Figure 1. Gate-type map.
Bar = 20 um.
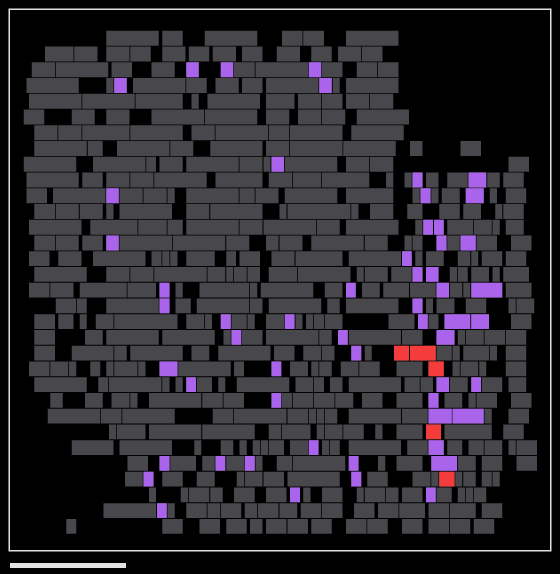
Figure 2. Pin placement.
Pins as bars across the die edge, other pins in grey.
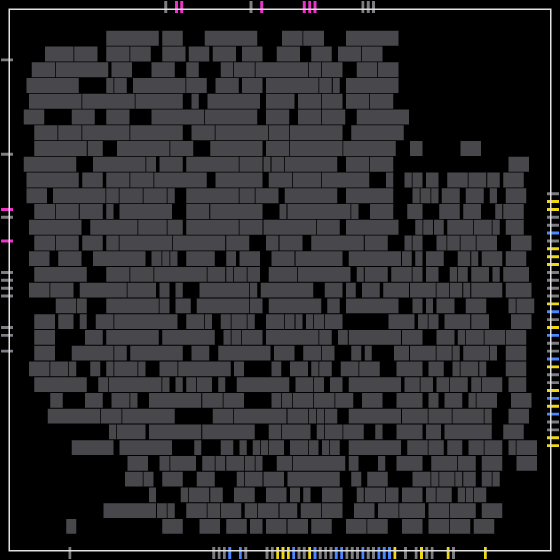
Figure 3. Clock routing.
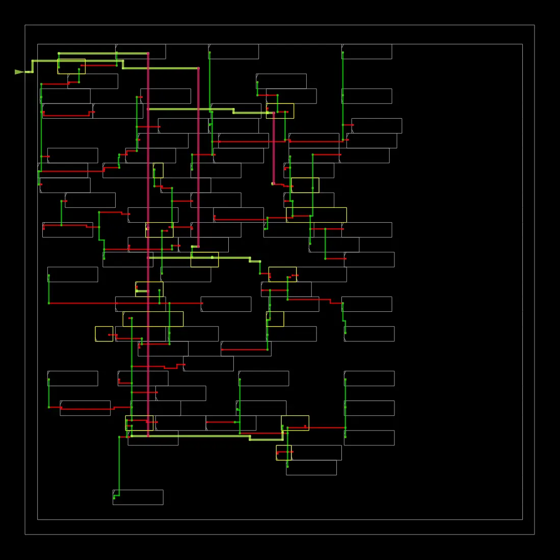
Figure 4. Metal layers overlaid.
Only two layers are drawn.
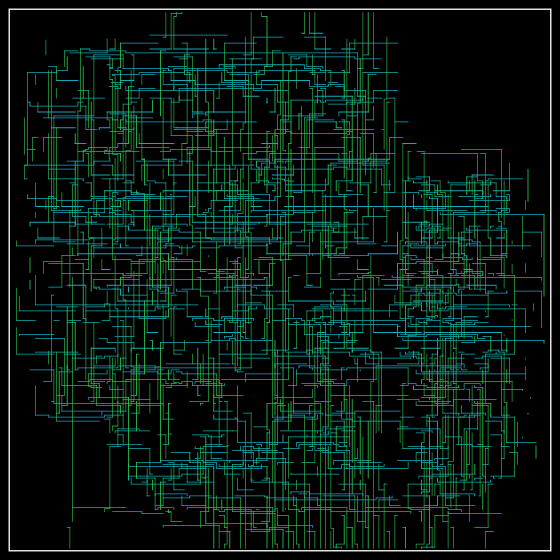
Figure 5. Sequential cells coloured by netlist name.
Bar = 20 um. Other sequential cells in the stronger grey, the rest of the logic in the fainter grey.
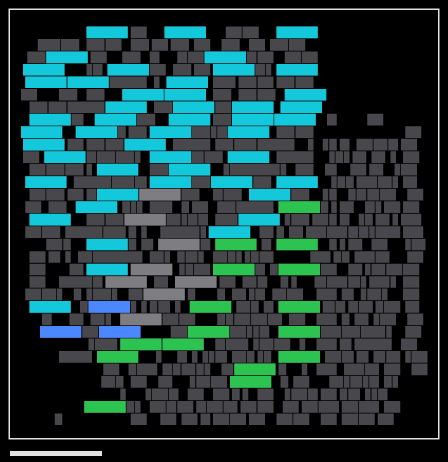
--- config.mk ---
export PLATFORM = sky130hd
export DESIGN_NAME = prefetch_queue
export DESIGN_NICKNAME = d
export VERILOG_FILES = /design/src/rtl/prefetch_queue.sv
export SDC_FILE = /design/constraint.sdc
export NUM_CORES = 1
export LEC_CHECK = 0
export CAP_MARGIN = 15
export CORE_MARGIN = 2
export CORE_UTILIZATION = 54
export DETAILED_ROUTE_END_ITERATION = 12
export PLACE_DENSITY = 0.85
export SLEW_MARGIN = 10
export SYNTH_ARGS = -nofsm -noshare
export SYNTH_HDL_FRONTEND = slang
export SYNTH_SLANG_ARGS = --single-unit
export TNS_END_PERCENT = 30
--- constraint.sdc ---
create_clock -name clk -period 4.2 [get_ports clk]
set_clock_uncertainty 0.1 [all_clocks]
set_input_delay 0.84 -clock clk [delete_from_list [all_inputs] [get_ports clk]]
set_output_delay 0.84 -clock clk [all_outputs]
set_load 0.005 [all_outputs]
--- src/rtl/prefetch_queue.sv ---
// prefetch_queue: 8086-style instruction prefetcher. It runs one byte read
// at a time on the shared bus at CS*16 + fetch_ip and buffers the returned
// bytes in a DEPTH-entry circular FIFO feeding the decoder. A flush empties
// the queue and restarts fetching at a new IP.
module prefetch_queue #(
   parameter int DEPTH  = 6,
   parameter int ADDR_W = 20,
   parameter int DATA_W = 8
) (
   input  logic                         clk,
   input  logic                         reset,
   input  logic [15:0]                  CS,
   input  logic [15:0]                  IP_load,
   input  logic                         flush,
   input  logic                         bus_gnt,
   input  logic                         bus_ready,
   input  logic [DATA_W-1:0]            bus_data,
   output logic                         bus_req,
   output logic                         bus_rd,
   output logic [ADDR_W-1:0]            bus_addr,
   output logic [DATA_W-1:0]            q_data,
   output logic                         q_valid,
   input  logic                         q_pop,
   output logic [$clog2(DEPTH+1)-1:0]   q_count,
   output logic [15:0]                  fetch_ip
);

   localparam int CW = $clog2(DEPTH+1);
   localparam int PW = (DEPTH > 1) ? $clog2(DEPTH) : 1;
   localparam logic [CW-1:0] FULL = CW'(DEPTH);

   typedef enum logic [1:0] {S_IDLE, S_REQ, S_WAIT} state_t;

   state_t                         state;
   logic [PW-1:0]                  rd_ptr, wr_ptr;
   logic [CW-1:0]                  count;
   logic [DEPTH-1:0][DATA_W-1:0]   mem;
   logic [19:0]                    phys;
   logic                           wr_en, pop_en;

   function automatic logic [PW-1:0] ptr_inc(input logic [PW-1:0] p);
      return (p == PW'(DEPTH-1)) ? '0 : p + 1'b1;
   endfunction

   // Flush outranks both the bus write and the pop; a flushed-away fetch is
   // dropped even when its data arrives in the same cycle.
   assign wr_en  = (state == S_WAIT) && bus_ready && !flush;
   assign pop_en = q_pop && (count != '0) && !flush;

   // Physical address wraps at 1MB, so the segment add is kept to 20 bits.
   assign phys = {CS, 4'b0000} + {4'b0000, fetch_ip};

   // Moore bus outputs decoded from the FSM state.
   always_comb begin
      bus_req  = 1'b0;
      bus_rd   = 1'b0;
      bus_addr = '0;
      if (state != S_IDLE) begin
         bus_req  = 1'b1;
         bus_rd   = 1'b1;
         bus_addr = phys[ADDR_W-1:0];
      end
   end

   assign q_data  = mem[rd_ptr];
   assign q_valid = (count != '0);
   assign q_count = count;

   // Fetch FSM plus queue pointers, occupancy and fetch IP.
   always_ff @(posedge clk or negedge reset) begin
      if (!reset) begin
         state    <= S_IDLE;
         rd_ptr   <= '0;
         wr_ptr   <= '0;
         count    <= '0;
         fetch_ip <= 16'h0000;
      end else if (flush) begin
         state    <= S_IDLE;
         rd_ptr   <= '0;
         wr_ptr   <= '0;
         count    <= '0;
         fetch_ip <= IP_load;
      end else begin
         case (state)
            S_IDLE:  if (count < FULL) state <= S_REQ;
            S_REQ:   if (bus_gnt) state <= S_WAIT;
            S_WAIT:  if (bus_ready) state <= S_IDLE;
            default: state <= S_IDLE;
         endcase
         if (wr_en) begin
            wr_ptr   <= ptr_inc(wr_ptr);
            fetch_ip <= fetch_ip + 16'd1;
         end
         if (pop_en) rd_ptr <= ptr_inc(rd_ptr);
         // Only one fetch is ever outstanding and it starts below full, so
         // the increment can never overflow.
         case ({wr_en, pop_en})
            2'b10:   count <= count + 1'b1;
            2'b01:   count <= count - 1'b1;
            default: count <= count;
         endcase
      end
   end

   // Queue storage, written when the bus returns read data.
   always_ff @(posedge clk or negedge reset) begin
      if (!reset)     mem         <= '0;
      else if (wr_en) mem[wr_ptr] <= bus_data;
   end

endmodule

==> flow_summary.json <==
{
  "adder_share_pct": 4.711,
  "mostFrequentLayoutCells": "89 x clkdlybuf4s50_1, 75 x dfrtp_1, 49 x mux2_2",
  "rows": 32,
  "grt_pass1_vias": 3473,
  "p_leak_nw": 2.555,
  "cp-end-kind": "output pin",
  "finalCritPeriodShare_pct": 99.35,
  "status": "finished, final reports clean",
  "die-area_um2": 8698,
  "hp-class": "in2async",
  "r2r_setup_slack_ns": 1.78,
  "drt_iter0_drc": 135,
  "logic_family": "multiplexers",
  "ys_types": 50,
  "slew_viol_final": 0,
  "synth-xor-area-share_pct": 6.514,
  "simple_gate_share_pct": 13.84,
  "cp-startpoint": "CS[4]",
  "vias": 3412,
  "antenna_cells": 0,
  "crit_slowest_cell": "clkdlybuf4s50_1",
  "max_stage_delay_ns": 0.56,
  "cp_num_buf_inv": 2,
  "cts_max_path_buffers": 2,
  "coreArea_um2": 7727,
  "worst-setup-path-type": "in2out",
  "path_max_fanout": 4,
  "cp_cell_sequence": "clkdlybuf4s50_1 > ha_1 > a21o_1 > o21bai_2 > o2111a_2 > nor2_1 > o311ai_1 > o41ai_1 > clkdlybuf4s50_1",
  "syn2layout_area_growth_pct": 30.65,
  "maxCapViolations": 0,
  "relSlewSlack_pct": 27.25,
  "top_cell_area_share_pct": 43.62,
  "holdWs_ns": 0.3495,
  "arrival_ns": 3.23,
  "warning_count": 27,
  "use_met1_pct": 32.54,
  "pwr-share-comb_pct": 32.3,
  "numCtsBuffers": 9,
  "viasPerCell": 5.668,
  "tritoncts": "built",
  "fin_tns_setup_ns": 0,
  "nets": 557,
  "met2_usage_pct": 40.89,
  "pwr-share-seq_pct": 39.3,
  "initial_utilization_pct": 55.68,
  "syn_inst": 398,
  "cts.clk_slew.worst_paths_ns": 0.08,
  "crit_cells": 9,
  "cp_common_cell": "clkdlybuf4s50_1",
  "root_buffer": "clkbuf_8",
  "p_sw_share_pct": 28.95,
  "grt_pass1_wl_mm": 16.91,
  "h-tree-depth": 3,
  "r2r_cells": 8,
  "power.switching_mw": 0.6085,
  "grt_max_degree": 49,
  "p_int_mw": 1.493,
  "rsz0062_at_grt": "yes",
  "r2r-start": "q_count[0]",
  "use_met3_pct": 5.641
}
## Picture notes: Figure 1
legend:
  purple:
    family: aoi and oai cells
    cells: 55
  red:
    family: non-inverting ao/oa cells
    cells: 5
Commonest Layout Cell: clkdlybuf4s50_1
fraction of area in multi-input gates: 41.13%
final cell count without fillers: 602

## Picture notes: Figure 2
legend:
  yellow:
    port: `bus_addr`
    pins: 20
    direction: output
    edge: 12 east, 8 south
  magenta:
    port: `q_data`
    pins: 8
    direction: output
    edge: 6 north, 2 west
  blue:
    port: `fetch_ip`
    pins: 16
    direction: output
    edge: 10 south, 6 east
PortBufs: 95
vertical die size: 93.27 um
die span in x: 93.27 um

## Picture notes: Figure 3
Clk. pwr: 0.598 mW
registers: 75
CLK BUF: 9

## Picture notes: Figure 4
legend:
  green:
    layer: M2
    wire_length: 4900 um
  cyan:
    layer: M1
    wire_length: 4370 um
WL final: 9.966 mm
Total Routing Usage GR: 24.90%
drt wl/cell: 16.55 um

## Picture notes: Figure 5
legend:
  cyan:
    signal: `mem`
    flops: 48
  green:
    signal: `fetch_ip`
    flops: 16
  blue:
    signal: `q_count`
    flops: 3
not coloured: 8
Final Core Density: 72.75%
sequential power: 0.825 mW
register fraction of the total cell area: 33.39%
Reg area: 1877 um^2

[cells in the mapped netlist, drive strengths merged]
master,n
nor3,6
xor2,19
inv,13
and2b,1
nand3b,1
nand4b,1
ha,13
nor3b,2
or3b,1
nor2b,3
o211ai,2
and2,6
nor2,31
xnor2,13
nand3,10
a21oi,13
a2111oi,1
and3b,1
o21ai,21
nand2b,5
o41ai,1
nand4,4
o21bai,1
buf,8
mux2i,10
o2111ai,1
clkbuf,11
dfrtp,75
fa,2
and3,8
mux2,49
mux4,8
or3,2
and4,1
a21o,4
o22ai,8
o311ai,1
a221oi,1
nand2,34
a31oi,3
o2111a,1
a211oi,2
[what timing repair did]
item | in CTS | in global routing
resized | 8 | 4
pin swaps | 3 | 2
setup endpoints to repair | 4 | 5
cloned | 0 | 0
[power groups by stage]
stage | sequential, mW | combinational (mW) | clock [mW]
3_3_place_gp | 0.833 | 0.657 | 0
2_1_floorplan | 0.824 | 0.367 | 0
4_1_cts | 0.825 | 0.680 | 0.610
3_5_place_dp | 0.838 | 0.674 | 0
5_1_grt | 0.834 | 0.737 | 0.644
6_report | 0.825 | 0.679 | 0.598
[registers in the layout (all words and copies together), names as in the netlist]
signal,count
fetch_ip,16
mem,48
q_count,3
rd_ptr,3
state,2
wr_ptr,3
[per-layer routing]
layer,vias to the layer above,part of all wire [%]
met3,17,5.3
met4,0,1.7
li1,1609,-
met1,1679,44
met2,107,49
met5,-,0
[worst min path at each step]
stage | cells past startpoint | startpoint | slack, ns | endpoint
CTS | 1 | mem[24] | 0.41 | mem[24]
floorplan | 1 | state[1] | 0.36 | state[0]
finish | 1 | reset | 0.35 | fetch_ip[1]
detailed placement | 1 | mem[28] | 0.39 | mem[28]
global placement | 1 | mem[22] | 0.38 | mem[22]
global route | 1 | reset | 0.37 | fetch_ip[1]
[per-stage QoR]
stage | std cells | setup slack [ns]
floorplan | 398 | 0.9171
global placement | 586 | -0.09693
detailed placement | 586 | -0.1623
CTS | 601 | 0.01084
global route | 602 | -0.05900
finish | 602 | 0.02735
[logic make-up after synthesis]
| family | after synthesis |
|---|---|
| compound gates | 60 |
| mux | 67 |
| simple gates | 117 |
| buf+inv | 32 |
| flops | 75 |
| fa+ha+maj | 15 |
| xor+xnor | 32 |
[area by class of cell]
cell class | count | area [um^2]
flip-flops and latches | 75 | 1877
multi-input cells | 291 | 2312
clock inverters | 6 | 90.09
repair buffers | 106 | 1042
fillers | 519 | 2106
clock buffers | 9 | 123.9
inverters | 13 | 48.80
well taps | 102 | 127.6
Power is estimated from default activity; no workload was simulated.
